## config.mk

```make
export PLATFORM = sky130hd
export DESIGN_NAME = rom_access_ctrl_flat
export DESIGN_NICKNAME = d
export VERILOG_FILES = /design/src/rtl/rom_ctrl_pkg.sv /design/src/rtl/rom_access_ctrl_if.sv /design/src/rtl/rom_arb_sel.sv /design/src/rtl/rom_access_ctrl.sv /design/src/flat_wrapper.sv
export SDC_FILE = /design/constraint.sdc
export NUM_CORES = 1
export LEC_CHECK = 0
export CAP_MARGIN = 15
export CELL_PAD_IN_SITES_DETAIL_PLACEMENT = 0
export CELL_PAD_IN_SITES_GLOBAL_PLACEMENT = 2
export CORE_ASPECT_RATIO = 0.5
export CORE_MARGIN = 10
export CORE_UTILIZATION = 25
export CTS_BUF_LIST = sky130_fd_sc_hd__clkbuf_4
export DETAILED_ROUTE_END_ITERATION = 10
export PLACE_DENSITY_LB_ADDON = 0.08
export SLEW_MARGIN = 20
export SYNTH_ARGS = -nofsm -noshare
export SYNTH_HDL_FRONTEND = slang
export SYNTH_SLANG_ARGS = --single-unit
```

## constraint.sdc

```tcl
create_clock -name clk -period 1.9 [get_ports clk]
set_clock_uncertainty 0.05 [all_clocks]
set_input_delay 0.57 -clock clk [delete_from_list [all_inputs] [get_ports clk]]
set_output_delay 0.57 -clock clk [all_outputs]
set_load 0.01 [all_outputs]
```

## src/rtl/rom_ctrl_pkg.sv

```systemverilog
// rtl/rom_ctrl_pkg.sv - shared state encoding and requester port indices for the ROM access controller
package rom_ctrl_pkg;

    typedef enum logic {
        ST_IDLE   = 1'b0,
        ST_ACCESS = 1'b1
    } state_e;

    localparam logic PORT_F = 1'b0;
    localparam logic PORT_D = 1'b1;

endpackage

```

## src/rtl/rom_access_ctrl_if.sv

```systemverilog
// rtl/rom_access_ctrl_if.sv - requester and ROM-side signal bundle for rom_access_ctrl
interface rom_access_ctrl_if #(
    parameter int ADDR_SIZE = 12,
    parameter int WORD_SIZE = 16
);

    logic                 f_req;
    logic [ADDR_SIZE-1:0] f_addr;
    logic                 f_gnt;
    logic                 f_rvalid;
    logic [WORD_SIZE-1:0] f_rdata;

    logic                 d_req;
    logic [ADDR_SIZE-1:0] d_addr;
    logic                 d_gnt;
    logic                 d_rvalid;
    logic [WORD_SIZE-1:0] d_rdata;

    logic [ADDR_SIZE-1:0] rom_a;
    logic [WORD_SIZE-1:0] rom_q;
    logic                 busy;

    // master: the requesters plus the ROM macro; slave: the controller
    modport master (
        output f_req, f_addr, d_req, d_addr, rom_q,
        input  f_gnt, f_rvalid, f_rdata, d_gnt, d_rvalid, d_rdata, rom_a, busy
    );

    modport slave (
        input  f_req, f_addr, d_req, d_addr, rom_q,
        output f_gnt, f_rvalid, f_rdata, d_gnt, d_rvalid, d_rdata, rom_a, busy
    );

endinterface

```

## src/rtl/rom_arb_sel.sv

```systemverilog
// rtl/rom_arb_sel.sv - combinational winner select; ROM_ARB_RR_EN enables round-robin, else F beats D
module rom_arb_sel
    import rom_ctrl_pkg::*;
(
    input  logic f_req,
    input  logic d_req,
`ifdef ROM_ARB_RR_EN
    input  logic last_gnt,
`endif
    output logic win_valid,
    output logic win_port
);

    always_comb begin
        win_valid = f_req | d_req;
`ifdef ROM_ARB_RR_EN
        // on a tie, the port that did not win last time goes first
        if (f_req && d_req) begin
            win_port = ~last_gnt;
        end else begin
            win_port = f_req ? PORT_F : PORT_D;
        end
`else
        win_port = f_req ? PORT_F : PORT_D;
`endif
    end

endmodule

```

## src/rtl/rom_access_ctrl.sv

```systemverilog
// rtl/rom_access_ctrl.sv - shares one async-read ROM between fetch and data requesters (ROM_ARB_RR_EN: round-robin)
module rom_access_ctrl
    import rom_ctrl_pkg::*;
#(
    parameter int ADDR_SIZE = 12,
    parameter int WORD_SIZE = 16
) (
    input  logic              clk,
    input  logic              rst,
    rom_access_ctrl_if.slave  bus
);

    state_e               state_q, state_d;
    logic [ADDR_SIZE-1:0] rom_a_q, rom_a_d;
    logic                 owner_q, owner_d;
    logic                 f_gnt_q, f_gnt_d;
    logic                 d_gnt_q, d_gnt_d;
    logic                 f_rvalid_q, f_rvalid_d;
    logic                 d_rvalid_q, d_rvalid_d;
    logic                 busy_q, busy_d;
    logic [WORD_SIZE-1:0] f_rdata_q, f_rdata_d;
    logic [WORD_SIZE-1:0] d_rdata_q, d_rdata_d;
`ifdef ROM_ARB_RR_EN
    logic                 last_q, last_d;
`endif

    logic win_valid;
    logic win_port;

    rom_arb_sel u_arb (
        .f_req     (bus.f_req),
        .d_req     (bus.d_req),
`ifdef ROM_ARB_RR_EN
        .last_gnt  (last_q),
`endif
        .win_valid (win_valid),
        .win_port  (win_port)
    );

    always_comb begin
        state_d    = state_q;
        rom_a_d    = rom_a_q;
        owner_d    = owner_q;
        f_gnt_d    = 1'b0;
        d_gnt_d    = 1'b0;
        f_rvalid_d = 1'b0;
        d_rvalid_d = 1'b0;
        busy_d     = 1'b0;
        f_rdata_d  = f_rdata_q;
        d_rdata_d  = d_rdata_q;
`ifdef ROM_ARB_RR_EN
        last_d     = last_q;
`endif
        case (state_q)
            ST_IDLE: begin
                if (win_valid) begin
                    rom_a_d = (win_port == PORT_D) ? bus.d_addr : bus.f_addr;
                    owner_d = win_port;
                    f_gnt_d = (win_port == PORT_F);
                    d_gnt_d = (win_port == PORT_D);
                    busy_d  = 1'b1;
                    state_d = ST_ACCESS;
`ifdef ROM_ARB_RR_EN
                    last_d  = win_port;
`endif
                end
            end
            ST_ACCESS: begin
                // rom_q has settled from the address registered at the previous edge
                if (owner_q == PORT_D) begin
                    d_rdata_d  = bus.rom_q;
                    d_rvalid_d = 1'b1;
                end else begin
                    f_rdata_d  = bus.rom_q;
                    f_rvalid_d = 1'b1;
                end
                state_d = ST_IDLE;
            end
            default: state_d = ST_IDLE;
        endcase
    end

    always_ff @(posedge clk) begin
        if (rst) begin
            state_q    <= ST_IDLE;
            rom_a_q    <= '0;
            owner_q    <= PORT_F;
            f_gnt_q    <= 1'b0;
            d_gnt_q    <= 1'b0;
            f_rvalid_q <= 1'b0;
            d_rvalid_q <= 1'b0;
            busy_q     <= 1'b0;
            f_rdata_q  <= '0;
            d_rdata_q  <= '0;
`ifdef ROM_ARB_RR_EN
            last_q     <= PORT_D;
`endif
        end else begin
            state_q    <= state_d;
            rom_a_q    <= rom_a_d;
            owner_q    <= owner_d;
            f_gnt_q    <= f_gnt_d;
            d_gnt_q    <= d_gnt_d;
            f_rvalid_q <= f_rvalid_d;
            d_rvalid_q <= d_rvalid_d;
            busy_q     <= busy_d;
            f_rdata_q  <= f_rdata_d;
            d_rdata_q  <= d_rdata_d;
`ifdef ROM_ARB_RR_EN
            last_q     <= last_d;
`endif
        end
    end

    assign bus.rom_a    = rom_a_q;
    assign bus.f_gnt    = f_gnt_q;
    assign bus.d_gnt    = d_gnt_q;
    assign bus.f_rvalid = f_rvalid_q;
    assign bus.d_rvalid = d_rvalid_q;
    assign bus.f_rdata  = f_rdata_q;
    assign bus.d_rdata  = d_rdata_q;
    assign bus.busy     = busy_q;

endmodule

```

## src/flat_wrapper.sv

```systemverilog
// flat-port wrapper written by rule: the top's interface ports become plain ports
module rom_access_ctrl_flat import rom_ctrl_pkg::*;
#(
    parameter int ADDR_SIZE = 12,
    parameter int WORD_SIZE = 16
)
  (clk, rst, bus_f_req, bus_f_addr, bus_d_req, bus_d_addr, bus_rom_q, bus_f_gnt, bus_f_rvalid, bus_f_rdata, bus_d_gnt, bus_d_rvalid, bus_d_rdata, bus_rom_a, bus_busy);
  rom_access_ctrl_if #(.ADDR_SIZE(ADDR_SIZE), .WORD_SIZE(WORD_SIZE)) bus_i ();
  input  logic clk;
  input  logic rst;
  input wire logic [$bits(bus_i.f_req)-1:0] bus_f_req;
  input wire logic [$bits(bus_i.f_addr)-1:0] bus_f_addr;
  input wire logic [$bits(bus_i.d_req)-1:0] bus_d_req;
  input wire logic [$bits(bus_i.d_addr)-1:0] bus_d_addr;
  input wire logic [$bits(bus_i.rom_q)-1:0] bus_rom_q;
  output wire logic [$bits(bus_i.f_gnt)-1:0] bus_f_gnt;
  output wire logic [$bits(bus_i.f_rvalid)-1:0] bus_f_rvalid;
  output wire logic [$bits(bus_i.f_rdata)-1:0] bus_f_rdata;
  output wire logic [$bits(bus_i.d_gnt)-1:0] bus_d_gnt;
  output wire logic [$bits(bus_i.d_rvalid)-1:0] bus_d_rvalid;
  output wire logic [$bits(bus_i.d_rdata)-1:0] bus_d_rdata;
  output wire logic [$bits(bus_i.rom_a)-1:0] bus_rom_a;
  output wire logic [$bits(bus_i.busy)-1:0] bus_busy;
  assign bus_i.f_req = bus_f_req;
  assign bus_i.f_addr = bus_f_addr;
  assign bus_i.d_req = bus_d_req;
  assign bus_i.d_addr = bus_d_addr;
  assign bus_i.rom_q = bus_rom_q;
  assign bus_f_gnt = bus_i.f_gnt;
  assign bus_f_rvalid = bus_i.f_rvalid;
  assign bus_f_rdata = bus_i.f_rdata;
  assign bus_d_gnt = bus_i.d_gnt;
  assign bus_d_rvalid = bus_i.d_rvalid;
  assign bus_d_rdata = bus_i.d_rdata;
  assign bus_rom_a = bus_i.rom_a;
  assign bus_busy = bus_i.busy;
  rom_access_ctrl #(.ADDR_SIZE(ADDR_SIZE), .WORD_SIZE(WORD_SIZE)) u_core (.clk(clk), .rst(rst), .bus(bus_i));
endmodule
```

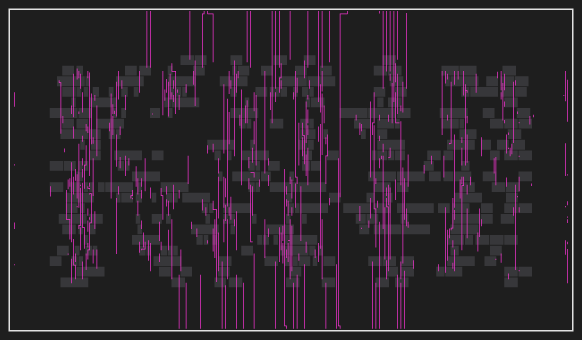
(run_1/layer_met2.png)
Cells faint in the background.
- share of all routed wire: 45%
- nets with wire on the layer: 287
- wire length on this layer: 2730 um
- longest straight run: 47.1 um
- main direction: vertical

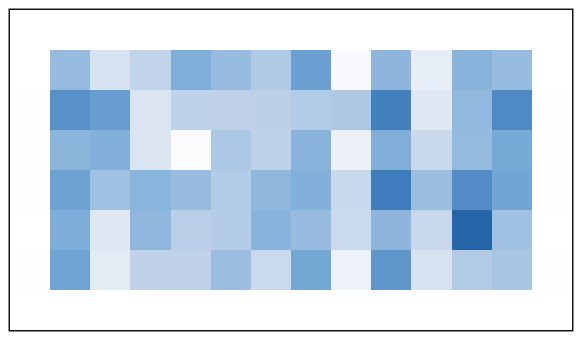
(run_1/cell_density.png)
The die is cut into 14 by 8 equal tiles; white is low, dark blue is high, 0 to 100% covered.
- densest ninth of the die: right middle
- nearly empty tiles: 36%
- tiles over 75% full: 0.90%

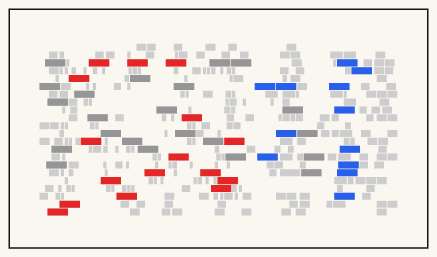
(run_1/flops_by_reg.png)
Other sequential cells in the stronger gray, the rest of the logic in the fainter gray.
- blue: u_core.bus.rom_a (sequential cells 12)
- red: u_core.bus.f_rdata (sequential cells 16)

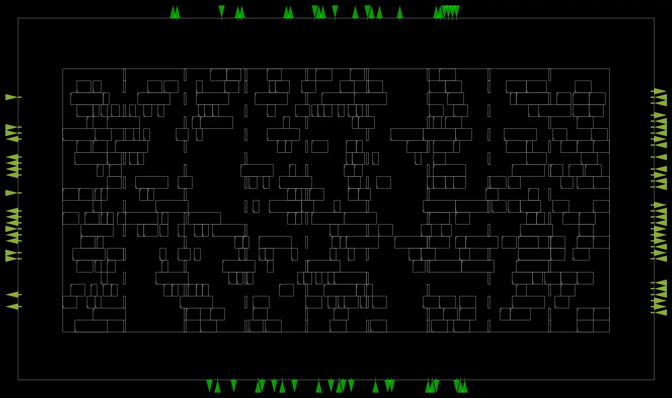
(run_1/placement.png)
non-filler instance count after layout: 402
sequential cell area share: 34.07%

[run 1: state kept, by name (all words and copies together), names as in the netlist]
register	count
u_core.state_q	1
u_core.bus.f_gnt	1
u_core.bus.rom_a	12
u_core.bus.f_rdata	16
u_core.owner_q	1
u_core.bus.d_rvalid	1
u_core.bus.d_gnt	1
u_core.bus.d_rdata	16
u_core.bus.f_rvalid	1
[run 1: cell families (layout without fill, tap and decap cells)]
| logic type | Yosys count | count (layout) | share of synthesized area, % |
|---|---|---|---|
| AND/OR/NAND/NOR | 85 | 85 | 18.41 |
| multiplexers | 12 | 12 | 6.202 |
| flip-flops | 50 | 50 | 51.68 |
| buffers and inverters | 18 | 112 | 6.524 |
| AND-OR/OR-AND | 47 | 47 | 17.18 |
[run 1: power by group through the flow]
stage | clock (W) | sequential, W | combinational [W]
after CTS | 0.000531 | 0.00114 | 0.000419
after global routing | 0.000578 | 0.00115 | 0.000450
after global placement | 0 | 0.00116 | 0.000451
after floorplan | 0 | 0.00119 | 0.000183
final | 0.000495 | 0.00114 | 0.000409
after detailed placement | 0 | 0.00116 | 0.000456
[run 1: worst paths after layout]
| kind | end | depth (start not counted) |
|---|---|---|
| worst max-delay path | bus_d_rdata[6] | 1 |
| worst max register to register | u_core.bus.d_rdata[10]$_SDFFE_PP0P_ | 5 |
| worst min-delay path | u_core.bus.f_rdata[3]$_SDFFE_PP0P_ | 2 |
| worst min register to register | u_core.bus.f_rdata[3]$_SDFFE_PP0P_ | 2 |
[run 1: metal layers]
| layer | vias up | wire [um] | GRT usage, % |
|---|---|---|---|
| met3 | 7 | 674 | 5.752 |
| met1 | 779 | 2576 | 10.92 |
| met4 | 0 | 65 | 3.607 |
| li1 | 881 | - | - |
| met2 | 59 | 2730 | 16.54 |
| met5 | - | 0 | 0 |
==> results.yml, run 1 <==
# flow metrics
worst_setup_path:
  critPathMaxStageDelay_ns: 0.36
  critPathRequiredTime_ns: 1.28
  setup.worst_path.start: "u_core.bus.d_rdata[6]$_SDFFE_PP0P_"
  path_delay_family: "flip-flops"
  r2r_start: "u_core.state_q$_SDFF_PP0_"
  crit_buf_inv: 1
  cp-start-kind: "register"
  r2r_setup_slack_ns: 0.57
  arrival_ns: 1.05
  cp_max_fo: 2
  cpMaxStageDelayCell: "dfxtp_1"
  cp_cell_sequence: "dlygate4sd2_1"
  criticalPathCategory: "register to primary output"
  cp-end-kind: "primary output"
job:
  max_cap_violations: 0
  warning_count: 26
grt:
  grt_pass1_vias: 1782
  grt.total_usage_pct: 10.10
  grt_max_degree: 39
  antenna_found_initial: 0
  grt_remaining_overflow: 0
  grt_pass1_wl_um: 9232
cells_and_area:
  nets: 349
  comb_area_share_pct: 27.56
  antenna_cells: 0
  n_all_inverters: 1
  flops: 50
  multi_input_comb_cells: 144
  fill_cells: 793
  final_common_cell: "nand2_1"
  area_delta_synth_final_pct: 51.68
  dominant_cells: "sequential cells"
  flop_area_sq_um: 1001
  clock_buffers: 6
  logic_area_sq_um: 809.5
  clock_cell_area_share_pct: 1.831
  lay_top_cells: "nand2_1, dfxtp_1, dlygate4sd2_1"
  final_core_util_pct: 39.53
  final_layout_size_suffix_gt1_share_pct: 13.07
  n_all_buffers: 103
  final_cell_area_sq_um: 2938
  buf_share_pct: 32.33
min_path:
  hold_start: "u_core.bus.f_rdata[3]$_SDFFE_PP0P_"
  min_path_type: "register to register"
timing:
  fmax_mhz: 598.8
  tightest_slew_ns: 0.3251
  min_period_ns: 1.670
  fin_ws_ns: 0.2300
  relSlewSlack_pct: 78.33
  grt_setup_unrepaired: "no"
  fin_setup_tns_ns: 0
  hold_viol: 0
  finalCritPeriodShare_pct: 87.89
  fin_hold_ws_ns: 0.4087
  setup_viol: 0
  drv_slew: 0
floorplanning:
  chipWidth_um: 144.5
  die_height_um: 82.24
  rows: 22
  ioPinCount: 93
  coreArea_sq_um: 7432
  initCoreUtil_pct: 26.06
  die_area_sq_um: 11880
  taps: 96
yosys:
  synth-edff-count: 0
  synth_warnings: 0
  netlist_top_cells_count: "nand2_1, dfxtp_1, a21oi_1"
  synth_nets: 256
  synthTopCellsByArea: "dfxtp_1, nand2_1, a21oi_1, a211oi_2, mux2i_1"
  synth_cell_types: 21
  ys_seq_share_pct: 51.68
  netlist_area_sq_um: 1937
  yosys_most_used_dff: "dfxtp_1"
  top_cell: "nand2_1"
  yosysCellCount: 212
  synthArstFlopShare_pct: 0
  synthCells: 212
  ys_ff: 50
  top_cell_area_share_pct: 51.68
  top_area_cell: "dfxtp_1"
  yosys-stat-area_sq_um: 1937
  avgSynthCellArea_sq_um: 9.136
clock_tree:
  clk_pin_slew_worst_paths_ns: 0.15
  cts-resized-gates: 49
  clkSinkCount: 50
  cts_max_level: 2
  cts_buffers: 5
  holdBufCountCts: 0
  cts_tree: "yes"
  postCtsSetupBuffers: 0
  insertion_delay_ns: 0.37
  cts_max_path_buffers: 2
  root_buffer: "clkbuf_4"
pwr:
  p_leak_nw: 1.286
  power_switching_share_pct: 27.69
  power_w: 0.002041
  power.density_nw_per_um2: 694.8
  p_sw_w: 0.0005652
  peakVddDrop_uv: 293.2
  power_frac_comb_pct: 20.0
  clkPwrFrac_pct: 24.3
  intPower_w: 0.001476
  p_seq_share_pct: 55.7
route:
  dr.pass1.iters: 4
  wl_um: 6047
  wl_per_cell_um: 15.04
  vias_per_cell: 4.294
  drtAntennaViolNets: 0
  num_vias: 1726
  dr.first_iter.drc_count: 66
  drc_errors: 0
placement:
  place_ws_ns: 0.02389
  port_buffers: 92
  dpl_cell_area_sq_um: 2945
  dp_cells: 394
  dpl.hpwl_um: 4534
  gp_congestion: 0.6885
run_status:
  status: "finished clean"
==> run_1/layer_met1.png <==
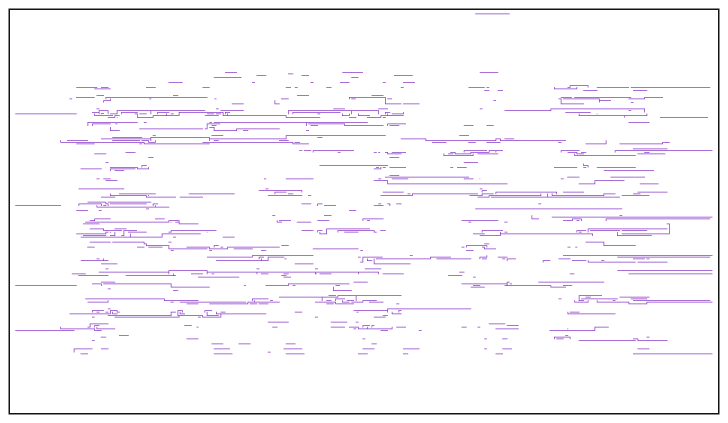

==> run 2: changes to the inputs <==
clock period = 2 ns   (was 1.9 ns; I/O delays follow)
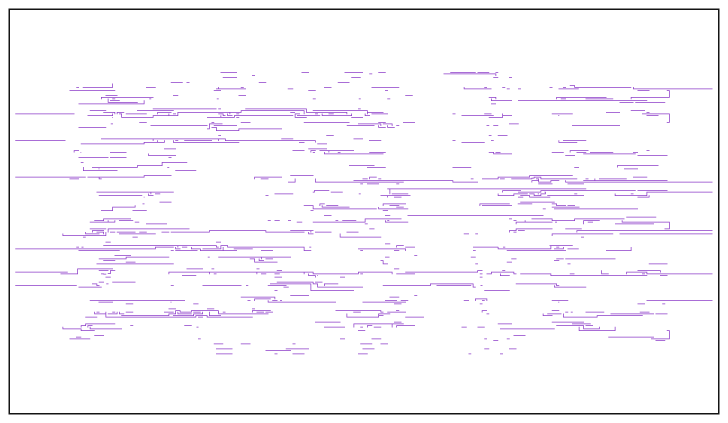
(run_2/layer_met1.png)
- longest straight run: 40.5 um
- main direction: horizontal
- share of all routed wire: 42%
- wire length on this layer: 2600 um
- nets with wire on the layer: 295

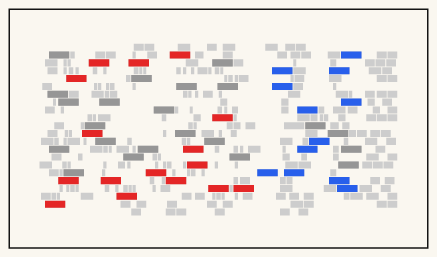
(run_2/flops_by_reg.png)
Other sequential cells in the stronger gray, the rest of the logic in the fainter gray.
- blue: u_core.bus.rom_a (sequential cells 12)
- red: u_core.bus.f_rdata (sequential cells 16)
- not colored: 22

==> run 2 against run 1 <==
Net effect: sequential power is 5% lower; synthesized cell count is the same; cell count decreased by 0.75%; non-clock buffer count shrank 3; critical path depth unchanged; clock-buffer cell count is 1 lower; worst hold slack improved by 0.00073 ns; via count grew 1.1%.
==> results.yml, run 2 <==
# flow metrics
pwr:
  power.density_nw_per_um2: 647.2
  p_leak_nw: 1.450
route:
  wl_um: 6150
  wl_per_cell_um: 15.41
  drtAntennaViolNets: 0
clock_tree:
  postCtsSetupBuffers: 0
  cts_buffers: 5
  clk_pin_slew_worst_paths_ns: 0.15
  cts-resized-gates: 1
  cts_tree: "yes"
  holdBufCountCts: 0
grt:
  antenna_found_initial: 0
  grt_pass1_wl_um: 9335
  grt.total_usage_pct: 10.07
  grt_pass1_vias: 1787
timing:
  fin_setup_tns_ns: 0
  min_period_ns: 1.934
  setup_viol: 0
floorplanning:
  coreArea_sq_um: 7432
  initCoreUtil_pct: 26.06
  die_area_sq_um: 11880
  ioPinCount: 93
  die_height_um: 82.24
placement:
  dpl_cell_area_sq_um: 2923
  gp_congestion: 0.6688
  port_buffers: 92
  dpl.hpwl_um: 4432
cells_and_area:
  area_delta_synth_final_pct: 56.59
  fill_cells: 755
  final_layout_size_suffix_gt1_share_pct: 12.21
  final_cell_area_sq_um: 3033
  lay_top_cells: "clkdlybuf4s50_1, nand2_1, dfxtp_1"
  antenna_cells: 0
  final_common_cell: "clkdlybuf4s50_1"
  nets: 346
worst_setup_path:
  r2r_cells: 4
  cp_max_fo: 2
  crit_buf_inv: 1
  arrival_ns: 1.28
  critPathMaxStageDelay_ns: 0.54
  r2r_start: "u_core.state_q$_SDFF_PP0_"
  criticalPathCategory: "register to primary output"
  r2r_setup_slack_ns: 0.56
  setup.worst_path.start: "u_core.bus.d_rdata[5]$_SDFFE_PP0P_"
  worstReg2RegEnd: "u_core.bus.d_rdata[11]$_SDFFE_PP0P_"
yosys:
  yosysCellCount: 212
  top_area_cell: "dfxtp_1"
  netlist_area_sq_um: 1937
  synth_cell_types: 21
  avgSynthCellArea_sq_um: 9.136
  ys_ff: 50
  netlist_top_cells_count: "nand2_1, dfxtp_1, a21oi_1"
  yosys-stat-area_sq_um: 1937
  synth_warnings: 0
  synth-edff-count: 0
  synthArstFlopShare_pct: 0
  yosys_most_used_dff: "dfxtp_1"
  top_cell_area_share_pct: 51.68
  synth_nets: 256
min_path:
  worstHoldEndpoint: "u_core.bus.d_rdata[9]$_SDFFE_PP0P_"
run_status:
  status: "finished clean"
job:
  warning_count: 26
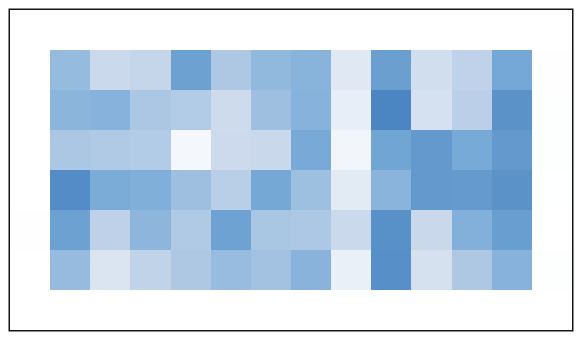
(run_2/cell_density.png)
The die is cut into 14 by 8 equal tiles; white is low, dark blue is high, 0 to 100% covered.
- densest ninth of the die: right middle
- mean over tiles: 25%
- nearly empty tiles: 36%

run 2: netlist changes by cell type in the layout (fill, tap and decap cells not counted):
cell             delta
clkdlybuf4s50_1    +25
clkinvlp_4          +1
dlygate4sd2_1      -48
dlymetal6s2s_1     +23
buf_4               -3
clkbuf_4            -1
run 2: kinds of logic after synthesis:
| kind of cell | Yosys count | share of synthesized area (%) |
|---|---|---|
| flops | 50 | 51.68 |
| compound gates | 47 | 17.18 |
| buf+inv | 18 | 6.524 |
| simple gates | 85 | 18.41 |
| mux | 12 | 6.202 |
run 2: report_power, final:
| group | internal (W) | switching, W |
|---|---|---|
| Combinational | 0.000230 | 0.000187 |
| Clock | 0.000132 | 0.000331 |
| Sequential | 0.00105 | 0.0000299 |
run 2: metrics by stage:
step                      hold slack, ns  setup slack [ns]  power, W  utilization (%)  instances
after global placement            0.3932           0.09748  0.001530            39.33        391
after global routing              0.4287         0.0005685  0.002080            40.81        399
final                             0.4094           0.06610  0.001963            40.81        399
after detailed placement          0.3956           0.08991  0.001537            39.33        391
after CTS                         0.4146          0.001673  0.002015            40.03        399
after floorplan                   0.4305            0.5253  0.001304                -        212
run 2: final cells by class:
class,instances,area (sq um),area share [%]
Timing Repair Buffer,100,1045,34.45
Sequential cell,50,1001,33.00
Multi-Input combinational cell,144,809.5,26.69
Tap cell,96,120.1,3.960
Clock buffer,5,37.54,1.238
Clock inverter,3,16.27,0.5363
Inverter,1,3.754,0.1238
run 2: metal layers:
| metal | GRT usage, % | vias up | share of wire, % |
|---|---|---|---|
| li1 | - | 876 | - |
| met1 | 11.37 | 808 | 42 |
| met2 | 16.22 | 57 | 45 |
| met3 | 5.923 | 4 | 12 |
| met4 | 2.405 | 0 | 0.31 |
| met5 | 0 | - | 0 |
Power figures rest on the tool's default switching activity, not on a simulated workload.
